**Where the registers sit**

Scale bar: 20 µm. Other sequential cells in the stronger gray, the rest of the logic in the fainter gray.
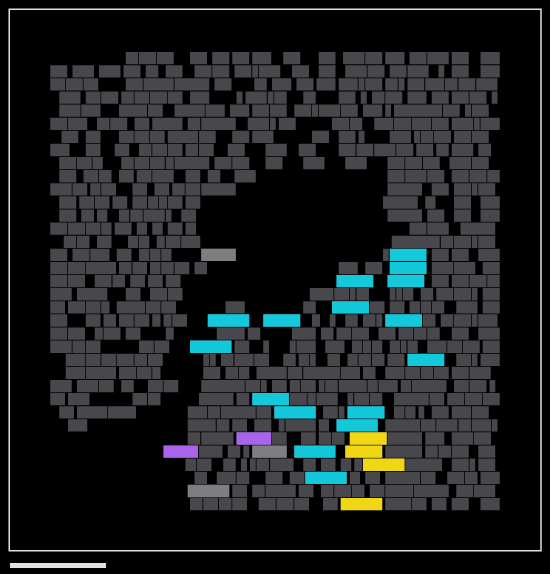
**The clock network**

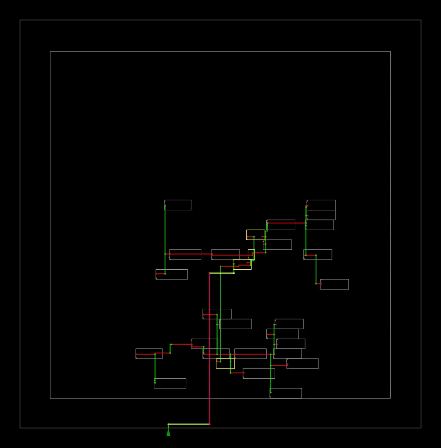
**Clock wires, drivers and flops**

Scale bar: 20 µm.
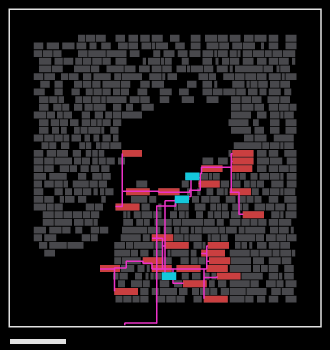
**Wiring by layer**

Scale bar: 20 µm. Only two layers are drawn.
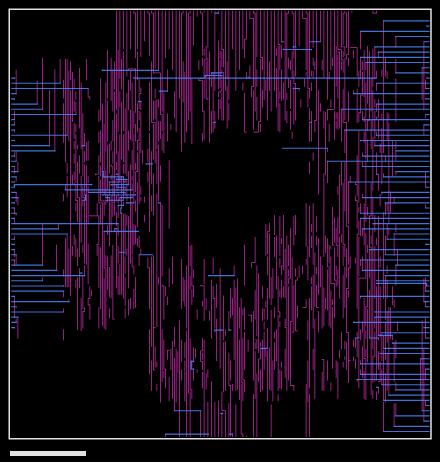
**Cells colored by class**

Fill, decap, tap and diode cells in gray.
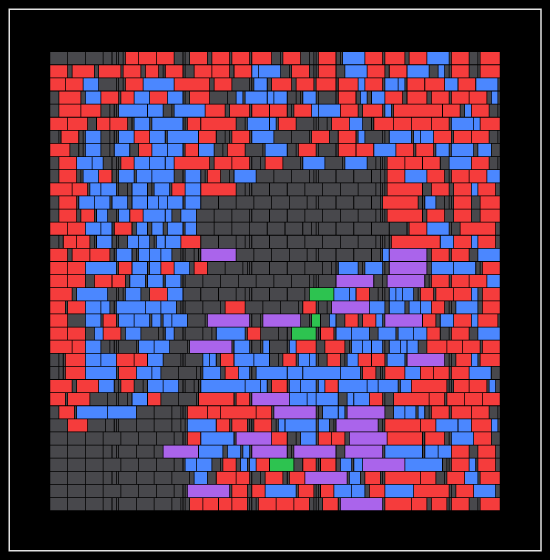
===== config.mk =====
export PLATFORM = sky130hd
export DESIGN_NAME = v_pipe_query_mp
export DESIGN_NICKNAME = d
export VERILOG_FILES = /design/src/rtl/v_pipe_query_mp_pkg.sv /design/src/rtl/v_pipe_query_mp_cells.sv /design/src/rtl/v_pipe_query_mp_rr_arb.sv /design/src/rtl/v_pipe_query_mp.sv
export SDC_FILE = /design/constraint.sdc
export NUM_CORES = 1
export LEC_CHECK = 0
export ABC_AREA = 0
export CORE_AREA = 8 8 102 104
export DETAILED_ROUTE_END_ITERATION = 16
export DIE_AREA = 0 0 110 112
export PLACE_DENSITY = 0.78
export SYNTH_ARGS = -nofsm -noshare
export SYNTH_HDL_FRONTEND = slang
export SYNTH_SLANG_ARGS = --single-unit

===== constraint.sdc =====
create_clock -name clk -period 1.6 [get_ports clk]
set_clock_uncertainty 0.15 [all_clocks]
set_input_delay 0.24 -clock clk [delete_from_list [all_inputs] [get_ports clk]]
set_output_delay 0.24 -clock clk [all_outputs]
set_load 0.03 [all_outputs]

===== src/rtl/v_pipe_query_mp_pkg.sv =====
// Shared types for the list query pipeline: product IDs, levels and the packed
// per-product state record read from the state RAM.
package v_pkg;

    localparam int ENTRIES_N    = 256;
    localparam int ID_W         = $clog2(ENTRIES_N);
    localparam int LEVELS_N     = 4;
    localparam int LEVEL_W      = $clog2(LEVELS_N);
    localparam int KEY_W        = 8;
    localparam int VOL_W        = 16;
    localparam int LS_W         = $clog2(LEVELS_N + 1);
    localparam int LUT_CH_N     = 2;
    localparam int UPD_STAGES_N = 4;

    typedef logic [ID_W-1:0]    id_t;
    typedef logic [ID_W-1:0]    addr_t;
    typedef logic [LEVEL_W-1:0] level_t;
    typedef logic [KEY_W-1:0]   key_t;
    typedef logic [VOL_W-1:0]   volume_t;
    typedef logic [LS_W-1:0]    listsize_t;

    // One entry per product; vld[l] says whether level l holds live data.
    typedef struct packed {
        logic [LEVELS_N-1:0]            vld;
        logic [LEVELS_N-1:0][KEY_W-1:0] key;
        logic [LEVELS_N-1:0][VOL_W-1:0] volume;
        listsize_t                      listsize;
    } state_t;

endpackage


===== src/rtl/v_pipe_query_mp_cells.sv =====
// Small library cells: binary-to-one-hot level decoder and a one-hot select mux.
module v_dec #(
    parameter int N = 4,
    parameter int W = (N > 1) ? $clog2(N) : 1
) (
    input  logic [W-1:0] sel,
    output logic [N-1:0] onehot
);

    // Decode the binary select into a one-hot vector.
    always_comb begin
        onehot = '0;
        for (int i = 0; i < N; i++) begin
            onehot[i] = (int'(sel) == i);
        end
    end

endmodule

module v_mux #(
    parameter int N = 4,
    parameter int W = 8
) (
    input  logic [N-1:0][W-1:0] din,
    input  logic [N-1:0]        sel,
    output logic [W-1:0]        dout
);

    // AND-OR select; an all-zero select yields zero.
    always_comb begin
        dout = '0;
        for (int i = 0; i < N; i++) begin
            if (sel[i]) begin
                dout = dout | din[i];
            end else begin
                dout = dout;
            end
        end
    end

endmodule


===== src/rtl/v_pipe_query_mp_rr_arb.sv =====
// Round-robin arbiter: one-hot grant, search starts at the pointer, pointer
// advances past the winner and holds when nothing is granted.
module rr_arb #(
    parameter int N = 2
) (
    input  logic         clk,
    input  logic         rst,
    input  logic [N-1:0] req,
    output logic [N-1:0] gnt
);

    localparam int PTR_W = (N > 1) ? $clog2(N) : 1;

    logic [PTR_W-1:0] ptr_r;
    logic [PTR_W-1:0] gidx_s;
    logic             found_s;

    // First requester at or after the pointer, wrapping around.
    always_comb begin
        int idx_v;
        gnt     = '0;
        gidx_s  = '0;
        found_s = 1'b0;
        idx_v   = 0;
        for (int i = 0; i < N; i++) begin
            idx_v = int'(ptr_r) + i;
            if (idx_v >= N) begin
                idx_v = idx_v - N;
            end else begin
                idx_v = idx_v;
            end
            if (!found_s && req[idx_v]) begin
                gnt[idx_v] = 1'b1;
                gidx_s     = PTR_W'(idx_v);
                found_s    = 1'b1;
            end else begin
                found_s = found_s;
            end
        end
    end

    // Pointer update.
    always_ff @(posedge clk) begin
        if (rst) begin
            ptr_r <= '0;
        end else if (found_s) begin
            if (int'(gidx_s) == N - 1) begin
                ptr_r <= '0;
            end else begin
                ptr_r <= gidx_s + PTR_W'(1);
            end
        end else begin
            ptr_r <= ptr_r;
        end
    end

endmodule


===== src/rtl/v_pipe_query_mp.sv =====
// Multi-channel list query pipe: channels share the state RAM read port via a
// round-robin arbiter; responses come one cycle after accept, tagged by channel.
module v_pipe_query_mp
    import v_pkg::*;
#(
    parameter int CH_N         = v_pkg::LUT_CH_N,
    parameter int UPD_STAGES_N = v_pkg::UPD_STAGES_N,
    parameter int BUSY_MODE    = 0,
    parameter int CNT_W        = 16
) (
    input  logic                             clk,
    input  logic                             rst,
    input  logic [CH_N-1:0]                  i_lut_vld,
    input  id_t [CH_N-1:0]                   i_lut_prod_id,
    input  level_t [CH_N-1:0]                i_lut_level,
    output logic [CH_N-1:0]                  o_lut_rdy,
    output logic                             o_rsp_vld,
    output logic [CH_N-1:0]                  o_rsp_ch,
    output key_t                             o_rsp_key,
    output volume_t                          o_rsp_size,
    output logic                             o_rsp_error,
    output listsize_t                        o_rsp_listsize,
    input  state_t                           i_state_rdata,
    output logic                             o_state_ren,
    output addr_t                            o_state_raddr,
    input  logic [UPD_STAGES_N-1:0]          i_upd_vld_r,
    input  id_t [UPD_STAGES_N-1:0]           i_upd_prod_id_r,
    output logic [CNT_W-1:0]                 o_err_cnt
);

    localparam logic HOLD_OFF = (BUSY_MODE != 0);

    logic [CH_N-1:0]     busy_s;
    logic [CH_N-1:0]     elig_s;
    logic [CH_N-1:0]     gnt_s;
    id_t                 sel_id_s;
    level_t              sel_level_s;
    logic                sel_busy_s;
    logic [LEVELS_N-1:0] dec_s;
    logic                rsp_err_s;

    logic                vld_r;
    logic [CH_N-1:0]     ch_r;
    logic [LEVELS_N-1:0] dec_r;
    logic                busy_err_r;
    logic [CNT_W-1:0]    cnt_r;

    // Hazard: channel's ID matches any valid in-flight update stage.
    always_comb begin
        busy_s = '0;
        for (int c = 0; c < CH_N; c++) begin
            for (int s = 0; s < UPD_STAGES_N; s++) begin
                busy_s[c] = busy_s[c] |
                            (i_upd_vld_r[s] & (i_upd_prod_id_r[s] == i_lut_prod_id[c]));
            end
        end
    end

    assign elig_s = i_lut_vld & ~(busy_s & {CH_N{HOLD_OFF}}) & {CH_N{~rst}};

    rr_arb #(.N(CH_N)) u_arb (
        .clk (clk),
        .rst (rst),
        .req (elig_s),
        .gnt (gnt_s)
    );

    // Payload of the granted channel; the grant is one-hot so an OR-mux suffices.
    always_comb begin
        sel_id_s    = '0;
        sel_level_s = '0;
        sel_busy_s  = 1'b0;
        for (int c = 0; c < CH_N; c++) begin
            if (gnt_s[c]) begin
                sel_id_s    = sel_id_s | i_lut_prod_id[c];
                sel_level_s = sel_level_s | i_lut_level[c];
                sel_busy_s  = sel_busy_s | busy_s[c];
            end else begin
                sel_id_s    = sel_id_s;
                sel_level_s = sel_level_s;
                sel_busy_s  = sel_busy_s;
            end
        end
    end

    assign o_lut_rdy     = gnt_s;
    assign o_state_ren   = |gnt_s;
    assign o_state_raddr = sel_id_s;

    v_dec #(.N(LEVELS_N), .W(LEVEL_W)) u_dec (
        .sel    (sel_level_s),
        .onehot (dec_s)
    );

    // S1 capture of the accepted query.
    always_ff @(posedge clk) begin
        if (rst) begin
            vld_r      <= 1'b0;
            ch_r       <= '0;
            dec_r      <= '0;
            busy_err_r <= 1'b0;
        end else begin
            vld_r      <= |gnt_s;
            ch_r       <= gnt_s;
            dec_r      <= dec_s;
            busy_err_r <= sel_busy_s & ~HOLD_OFF;
        end
    end

    v_mux #(.N(LEVELS_N), .W(KEY_W)) u_key_mux (
        .din  (i_state_rdata.key),
        .sel  (dec_r),
        .dout (o_rsp_key)
    );

    v_mux #(.N(LEVELS_N), .W(VOL_W)) u_vol_mux (
        .din  (i_state_rdata.volume),
        .sel  (dec_r),
        .dout (o_rsp_size)
    );

    assign rsp_err_s      = busy_err_r | ((dec_r & i_state_rdata.vld) == '0);
    assign o_rsp_vld      = vld_r;
    assign o_rsp_ch       = ch_r;
    assign o_rsp_error    = rsp_err_s;
    assign o_rsp_listsize = i_state_rdata.listsize;

    // Saturating count of error responses.
    always_ff @(posedge clk) begin
        if (rst) begin
            cnt_r <= '0;
        end else if (vld_r && rsp_err_s && (cnt_r != {CNT_W{1'b1}})) begin
            cnt_r <= cnt_r + CNT_W'(1);
        end else begin
            cnt_r <= cnt_r;
        end
    end

    assign o_err_cnt = cnt_r;

endmodule


==> flow_summary.rst <==
Synthesis and place-and-route
=============================

.. list-table::
   :header-rows: 1

   * - Metric
     - Value
   * - Number of global-route vias before repair
     - 3871
   * - Hold buffer count at cts
     - 0
   * - Grt met1 use
     - 19.8%
   * - Core region area
     - 8890 µm²
   * - Post-Route Hold Slack
     - 0.249 ns
   * - Number of nets at the end of the flow
     - 746
   * - P per Cell Area
     - 442 nW/µm²
   * - Routing usage on met3
     - 5.14%
   * - Clock root buffer master
     - clkbuf_8
   * - Post-CTS resize count
     - 141
   * - Violated checks
     - negative setup slack
   * - Yosys xor share
     - 26.9%
   * - Total of max-cap violations
     - 0
   * - Layer carrying the most global-route usage
     - met2
   * - Total clock buffers created by CTS
     - 3
   * - DP Cell Count
     - 672
   * - Total length of routed wires
     - 13700 µm
   * - Number of synthesized flops with an enable pin
     - 0
   * - Setup-failing EPs final
     - 51
   * - Critical Path Fanout Max
     - 5
   * - Top-Level Pins
     - 221
   * - Number of buffers inserted by post-CTS setup repair
     - 9
   * - Instance tally after logic synthesis
     - 319
   * - Cell type with the largest total area after synthesis
     - dfxtp_1
   * - Setup WS post-layout
     - -0.226 ns
   * - Iteration count of the initial detailed-routing pass
     - 4
   * - Count of cells along the worst register-to-register path
     - 8
   * - Worst slack at placement
     - -0.406 ns
   * - Width of the die
     - 110 µm
   * - Floorplan Utilization
     - 28.2%
   * - Number of levels the H-tree was split into
     - 1
   * - Floorplan row count
     - 35
   * - Post-synth area from yosys stat
     - 2510 µm²
   * - Most used standard cells in the synthesized netlist
     - 55 x xor2_1, 48 x a22oi_1, 27 x nand2_1, 26 x clkbuf_1, 25 x dfxtp_1
   * - Final core occ
     - 67.5%
   * - Maximum clock path buffer count
     - 2
   * - Fraction of final layout cells sized beyond drive strength 1
     - 36.7%
   * - Commonest cells after routing, fill and taps aside
     - 136 x clkdlybuf4s50_1, 58 x buf_4, 54 x xor2_1
   * - Routed length on met1
     - 4570 µm
   * - Largest net degree at the start of global routing
     - 25
   * - Critical-path top delay cell
     - dfxtp_4
   * - Largest cells by area after synthesis
     - dfxtp_1 20%, xor2_1 19%, a22oi_1 14%
   * - Minimum clock period after layout
     - 1.83 ns
   * - Worst Path Class, Setup
     - flop to output pin
   * - Dominant register cell
     - dfxtp_1
   * - Met3 WL post-DR
     - 1420 µm
   * - Leading cell type in the layout, fill and taps excluded
     - clkdlybuf4s50_1
   * - Run status
     - finished with violations
   * - Worst setup slack for register-to-register paths
     - -0.18 ns
   * - Worst IR drop on VDD
     - 297 µV
   * - Aggregate negative setup slack
     - -6.64 ns
## Picture notes: 'where the registers sit'
[purple] o_rsp_ch | placed flops: 2
[yellow] dec_r | placed flops: 4
[cyan] o_err_cnt | placed flops: 16
not colored: 3

## Picture notes: 'the clock network'
total number of sequential cells: 25
total clock sinks: 25
final-layout clock buffer total: 3
clock network power: 0.368 mW

## Picture notes: 'clock wires, drivers and flops'
[red] flip-flops | count: 25
[cyan] clock-net drivers | count: 3
[magenta] clock wires | length: 310 µm
routed clock nets: 4

## Picture notes: 'wiring by layer'
[blue] M3 | wire length: 1420 µm
[magenta] M2 | wire length: 7310 µm

## Picture notes: 'cells colored by class'
[blue] remaining logic cells | cells: 260 | share of their area: 38%
[red] remaining buffers and delay cells | cells: 292 | share of their area: 51%
[green] clock drivers and dummy loads | cells: 4 | share of their area: 0.79%
[purple] registers | cells: 25 | share of their area: 9.4%

## sequential cells by signal, summed over array words and instances (netlist names), named ones only
name,cells
busy_err_r,1
dec_r,4
o_err_cnt,16
o_rsp_ch,2
o_rsp_vld,1
## cell type report
cell class	instances	area, µm²
inverter	3	11.3
multi-input combinational	257	2240
clock buffer	3	41.3
clock inverter	1	5.00
fill	646	2890
timing repair buffer	292	3020
tap	111	139
sequential	25	549
## where the power goes
| part | switching, mW | internal (mW) | leakage, nW |
|---|---|---|---|
| Sequential | 0.0200 | 0.632 | 0.216 |
| Clock | 0.193 | 0.174 | 0.0255 |
| Combinational | 0.731 | 0.903 | 2.40 |
## final timing paths
path	start	endpoint
max	dec_r[2]	o_rsp_key[5]
min reg2reg	flop	flop
min	i_lut_vld[0]	o_rsp_vld
max reg2reg	dec_r[2]	o_err_cnt[7]
Power is estimated from default activity; no workload was simulated.
